==> images/final_congestion.png <==
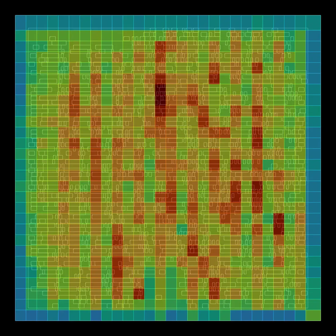
==> images/met2.png <==
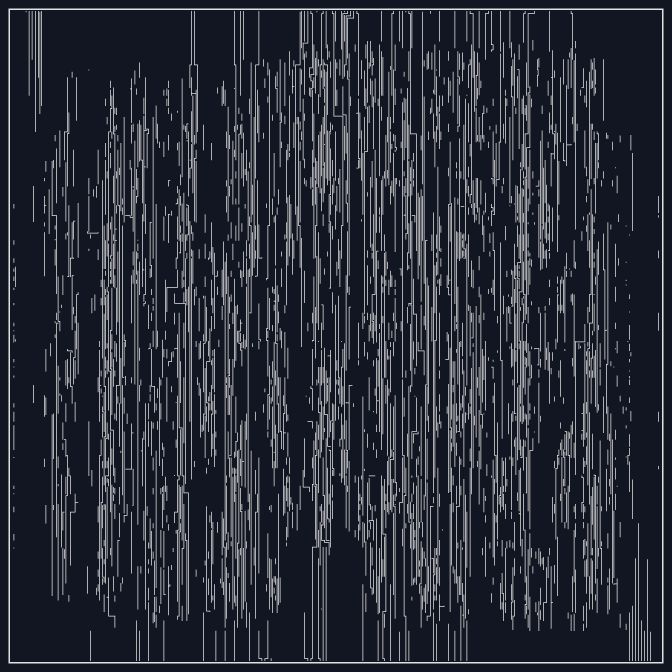
==> images/metal_stack.png <==
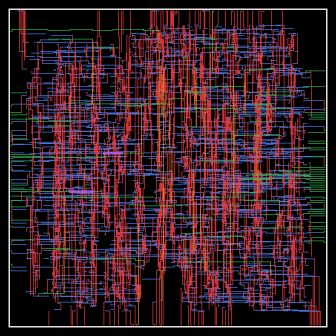
==> images/density.png <==
20 x 20 tiles, from white (low) to dark blue (high), 0 to 100% covered.
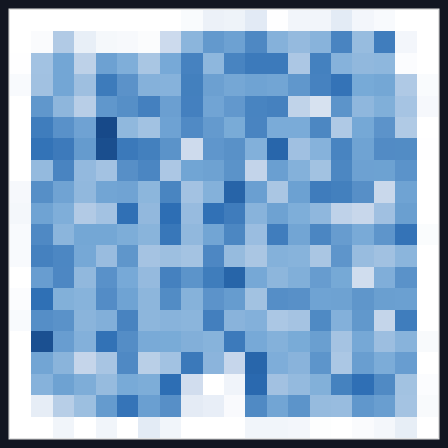
==> images/gate_families.png <==
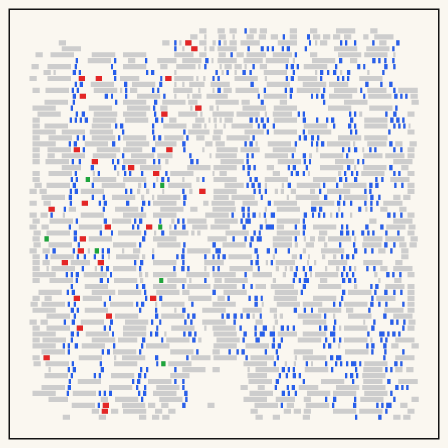
**src/rtl/branch_resolve.sv**
```systemverilog
// branch_resolve: in-order queue of fetch-pair predictions checked against execute; raises a held redirect on mispredict.
// Define BRANCH_RESOLVE_STATS_EN to add saturating resolve/mispredict counters.
module branch_resolve #(
  parameter int DEPTH = 4,
  localparam int PTR_W = $clog2(DEPTH)
) (
  input  logic        clk,
  input  logic        resetn,
  input  logic        pred_valid,
  output logic        pred_ready,
  input  logic [31:0] pred_pc,
  input  logic [31:0] pred_next_pc,
  input  logic        res_valid,
  output logic        res_ready,
  input  logic [31:0] res_pc,
  input  logic [31:0] res_next_pc,
  output logic        branch_predict_fail,
  output logic [31:0] redirect_pc,
  input  logic        redirect_ready,
  output logic        order_err,
`ifdef BRANCH_RESOLVE_STATS_EN
  output logic [31:0] stat_resolved,
  output logic [31:0] stat_mispredict,
`endif
  input  logic        cp0_flush,
  input  logic        eret
);
  typedef enum logic {IDLE, REDIRECT} state_t;
  state_t             r_state, w_next;
  logic [31:0]        r_pc  [DEPTH];
  logic [31:0]        r_npc [DEPTH];
  logic [PTR_W-1:0]   r_wr, r_rd;
  logic [PTR_W:0]     r_cnt;
  logic               r_live;
  logic [31:0]        r_redirect_pc;
  logic               r_order_err;
  logic               w_flush, w_full, w_empty, w_push, w_pop, w_mis;
  assign w_flush = cp0_flush | eret;
  assign w_full  = r_cnt == (PTR_W+1)'(DEPTH);
  assign w_empty = r_cnt == '0;
  assign w_push  = pred_valid & pred_ready & ~w_flush;
  assign w_pop   = res_valid & res_ready & ~w_flush;
  assign w_mis   = w_pop && (res_next_pc != r_npc[r_rd]);
  assign redirect_pc = r_redirect_pc;
  assign order_err   = r_order_err;
  always_ff @(posedge clk or negedge resetn)
    if (!resetn) r_state <= IDLE;
    else r_state <= w_next;
  always_comb
    w_next = w_flush ? IDLE :
             (r_state == IDLE) ? (w_mis ? REDIRECT : IDLE) :
             (redirect_ready ? IDLE : REDIRECT);
  // readies depend only on registered state/count, never on the valids
  always_comb begin
    pred_ready          = r_live && r_state == IDLE && !w_full;
    res_ready           = r_state == IDLE && !w_empty;
    branch_predict_fail = r_state == REDIRECT;
  end
  always_ff @(posedge clk)
    if (w_push) begin
      r_pc[r_wr]  <= pred_pc;
      r_npc[r_wr] <= pred_next_pc;
    end
  always_ff @(posedge clk or negedge resetn)
    if (!resetn) begin
      r_wr          <= '0;
      r_rd          <= '0;
      r_cnt         <= '0;
      r_live        <= 1'b0;
      r_redirect_pc <= '0;
      r_order_err   <= 1'b0;
    end else begin
      r_live <= 1'b1;
      if (w_flush || w_mis) begin
        r_wr  <= '0;
        r_rd  <= '0;
        r_cnt <= '0;
      end else begin
        if (w_push) r_wr <= r_wr + 1'b1;
        if (w_pop) r_rd <= r_rd + 1'b1;
        r_cnt <= r_cnt + (PTR_W+1)'(w_push) - (PTR_W+1)'(w_pop);
      end
      if (w_mis) r_redirect_pc <= res_next_pc;
      if (w_pop && res_pc != r_pc[r_rd]) r_order_err <= 1'b1;
    end
`ifdef BRANCH_RESOLVE_STATS_EN
  logic [31:0] r_stat_res, r_stat_mis;
  assign stat_resolved   = r_stat_res;
  assign stat_mispredict = r_stat_mis;
  always_ff @(posedge clk or negedge resetn)
    if (!resetn) begin
      r_stat_res <= '0;
      r_stat_mis <= '0;
    end else begin
      if (w_pop && r_stat_res != '1) r_stat_res <= r_stat_res + 1'b1;
      if (w_mis && r_stat_mis != '1) r_stat_mis <= r_stat_mis + 1'b1;
    end
`endif
endmodule

```
**config.mk**
```make
export PLATFORM = sky130hd
export DESIGN_NAME = branch_resolve
export DESIGN_NICKNAME = d
export VERILOG_FILES = /design/src/rtl/branch_resolve.sv
export SDC_FILE = /design/constraint.sdc
export NUM_CORES = 1
export LEC_CHECK = 0
export ABC_AREA = 1
export CAP_MARGIN = 5
export CELL_PAD_IN_SITES_DETAIL_PLACEMENT = 1
export CELL_PAD_IN_SITES_GLOBAL_PLACEMENT = 1
export CORE_MARGIN = 8
export CORE_UTILIZATION = 39
export DETAILED_ROUTE_END_ITERATION = 16
export GPL_TIMING_DRIVEN = 0
export PLACE_DENSITY_LB_ADDON = 0.1
export SLEW_MARGIN = 20
export SYNTH_ARGS = -nofsm -noshare
export SYNTH_HDL_FRONTEND = slang
export SYNTH_SLANG_ARGS = --single-unit
```
**constraint.sdc**
```tcl
create_clock -name clk -period 3.77 [get_ports clk]
set_input_delay 0.5655 -clock clk [delete_from_list [all_inputs] [get_ports clk]]
set_output_delay 0.5655 -clock clk [all_outputs]
set_load 0.02 [all_outputs]
```
==> notes.md <==
The synthesis and place-and-route flow finished, so here is a summary.

The flow ran to the end, and the final reports show no timing, DRC or antenna violations. The total die size is about 0.038 mm^2. For this run the aggregate overflow at the end of global routing stands at 0. The total length of routed met2 wires came out at 19.5 mm. The number of cell instances on the worst register-to-register path came out at 11. Yosys reports a chip area of 0.0126 mm^2.

The global placement routability congestion came out at around 0.76. The layout report lists the non-clock buffer share of cell area as 0.139. Ranked by instance count, the synthesized netlist is headed by nand2_1, edfxtp_1, nand3_1, inv_1, dfrtp_1. For reference, the post-synthesis area per instance comes to approximately 11 um^2.

By area the synthesized netlist is led by edfxtp_1, nand2_1, dfrtp_1. In this run the post-CTS setup repair buffer count came out at 0. In this run the horizontal extent of the chip is ~200 um. The area of all placed cells without fillers is about 0.016 mm^2. The total via count in the routed design came out at 9,185. The area of the mapped netlist is roughly 0.013 mm^2. The number of setup violations in the final report is 0. Counting the clock-network buffers in the layout gives 46. The number of antenna diodes in the final layout is 2. According to the hold report, the worst path is of the input pin to async pin type. The number of flip-flops and latches is 298. The number of levels the H-tree was split into came out at 2. The final clock skew is 0.0145 ns. The non-clock buffer total of the final layout came out at between 200 and 250. The total nets after synthesis is 1,308. Counting stages on the worst path, the most repeated cell is nor2_1. Setup repair after global routing left no endpoint under its margin. The clock insertion delay at the later pin of the skew report came out at 0.51 ns.

The total length of routed wires came out at 37.3 mm. The clock passes through at most 3 buffers. For reference, the most critical setup path is categorized as input pin to flip-flop. The number of buffers created by CTS is 35. The overall power is 7.53 mW.

The number of warnings in the stage logs is 30. The remaining design rule violation count is 0. The combinational gate area came out at 0.00348 mm^2. Counting distinct cell types in the post-synthesis netlist gives 27. The delay of the slowest critical-path stage came out at 0.75 ns. The met3 routing resource usage after global routing came out at 0.0380. Detailed placement ended at an HPWL of 26.5 mm. The share of cells above drive strength 1 came out at 0.0766. The setup TNS is 0 ns. The power density over the cells is about 460 mW/mm^2. The tree is rooted in a clkbuf_16. The smallest clock period supported by the final layout is computed as between 3 and 4 ns.

The first global-routing pass estimated 56.8 mm of wire. The timing report shows that the slowest cell on the worst path is nor2_1. Registers take a little under 0.009 mm^2. The launching point of the worst reg2reg path is r_cnt[1]$_DFF_PN0_.

The OpenROAD report gives the critical path a required time of 4.15 ns. Looking at the max-slew report, the worst-margin pin has a slew of 0.950 ns. The final cell count without fillers is about 1,800. The cell class ranked first by area is sequential cells. The final worst-path cycle share is 0.904. The commonest register cell is edfxtp_1.

The die boundary height is 196 um. The number of cells produced by synthesis is 1,166. The number of ports placed on the die boundary came out at about 170. The number of antenna violations at the first check in global routing is 4. Counting flops with a built-in enable in the synthesized netlist gives 256. The floorplan report lists the tap cell count as around 400. The count of nets after finishing came out at 1,527.

For this run, the top clock speed supported by timing is a little under 0.3 GHz. The leakage component of the power was reported as 6.41 nW. Sorting the Yosys area breakdown by cell type puts at the top edfxtp_1.
-- final_congestion.png (at the start) --
core occupancy in the finished layout: 0.504
detailed-route wire length per cell: 20.5 um
total routing resource utilization after global routing: 0.195
GRT met1 Usage: 0.221

-- met2.png (at the start) --
wire length on this layer	19,500 um
nets with wire on the layer	1,275
longest straight run	84.1 um
share of all routed wire	52%
main direction	vertical

-- metal_stack.png (at the start) --
color	layer	wire length
blue	met1	14,800 um
red	met2	19,500 um
green	met3	1,870 um
purple	met5	24.8 um
orange	met4	1,090 um

-- density.png (at the start) --
mean over tiles	41%
nearly empty tiles	12%
fullest tile	90%
tiles over 75% full	2.2%
densest ninth of the die	center

-- gate_families.png (at the start) --
color	family	cells	most used
blue	NAND gates	690	nand2_1
red	XOR/XNOR gates	29	xor2_1
green	AND and OR gates	7	or2_2

[cell families after synthesis]
kind of cell             after synthesis  share of synthesized area
AND-OR/OR-AND                          6                    0.00288
AND/OR/NAND/NOR                      730                      0.243
other                                  1                   0.000297
buffers and inverters                 95                     0.0343
adder cells (fa/ha/maj)                7                    0.00753
XOR/XNOR                              29                     0.0201
flip-flops                           298                      0.692
[power breakdown]
part	internal (mW)	leakage [nW]	total [mW]	switching (mW)
combinational	0.321	3.03	0.731	0.410
sequential	3.64	2.87	3.67	0.0278
clock	1.87	0.517	3.13	1.27
[worst max-delay path, delay by kind of cell]
family | cells | cell delay (ns)
fa+ha+maj | 3 | 0.82
buf+inv | 4 | 1.11
xor+xnor | 1 | 0.19
simple gates | 3 | 1.12
Power is estimated from default activity; no workload was simulated.
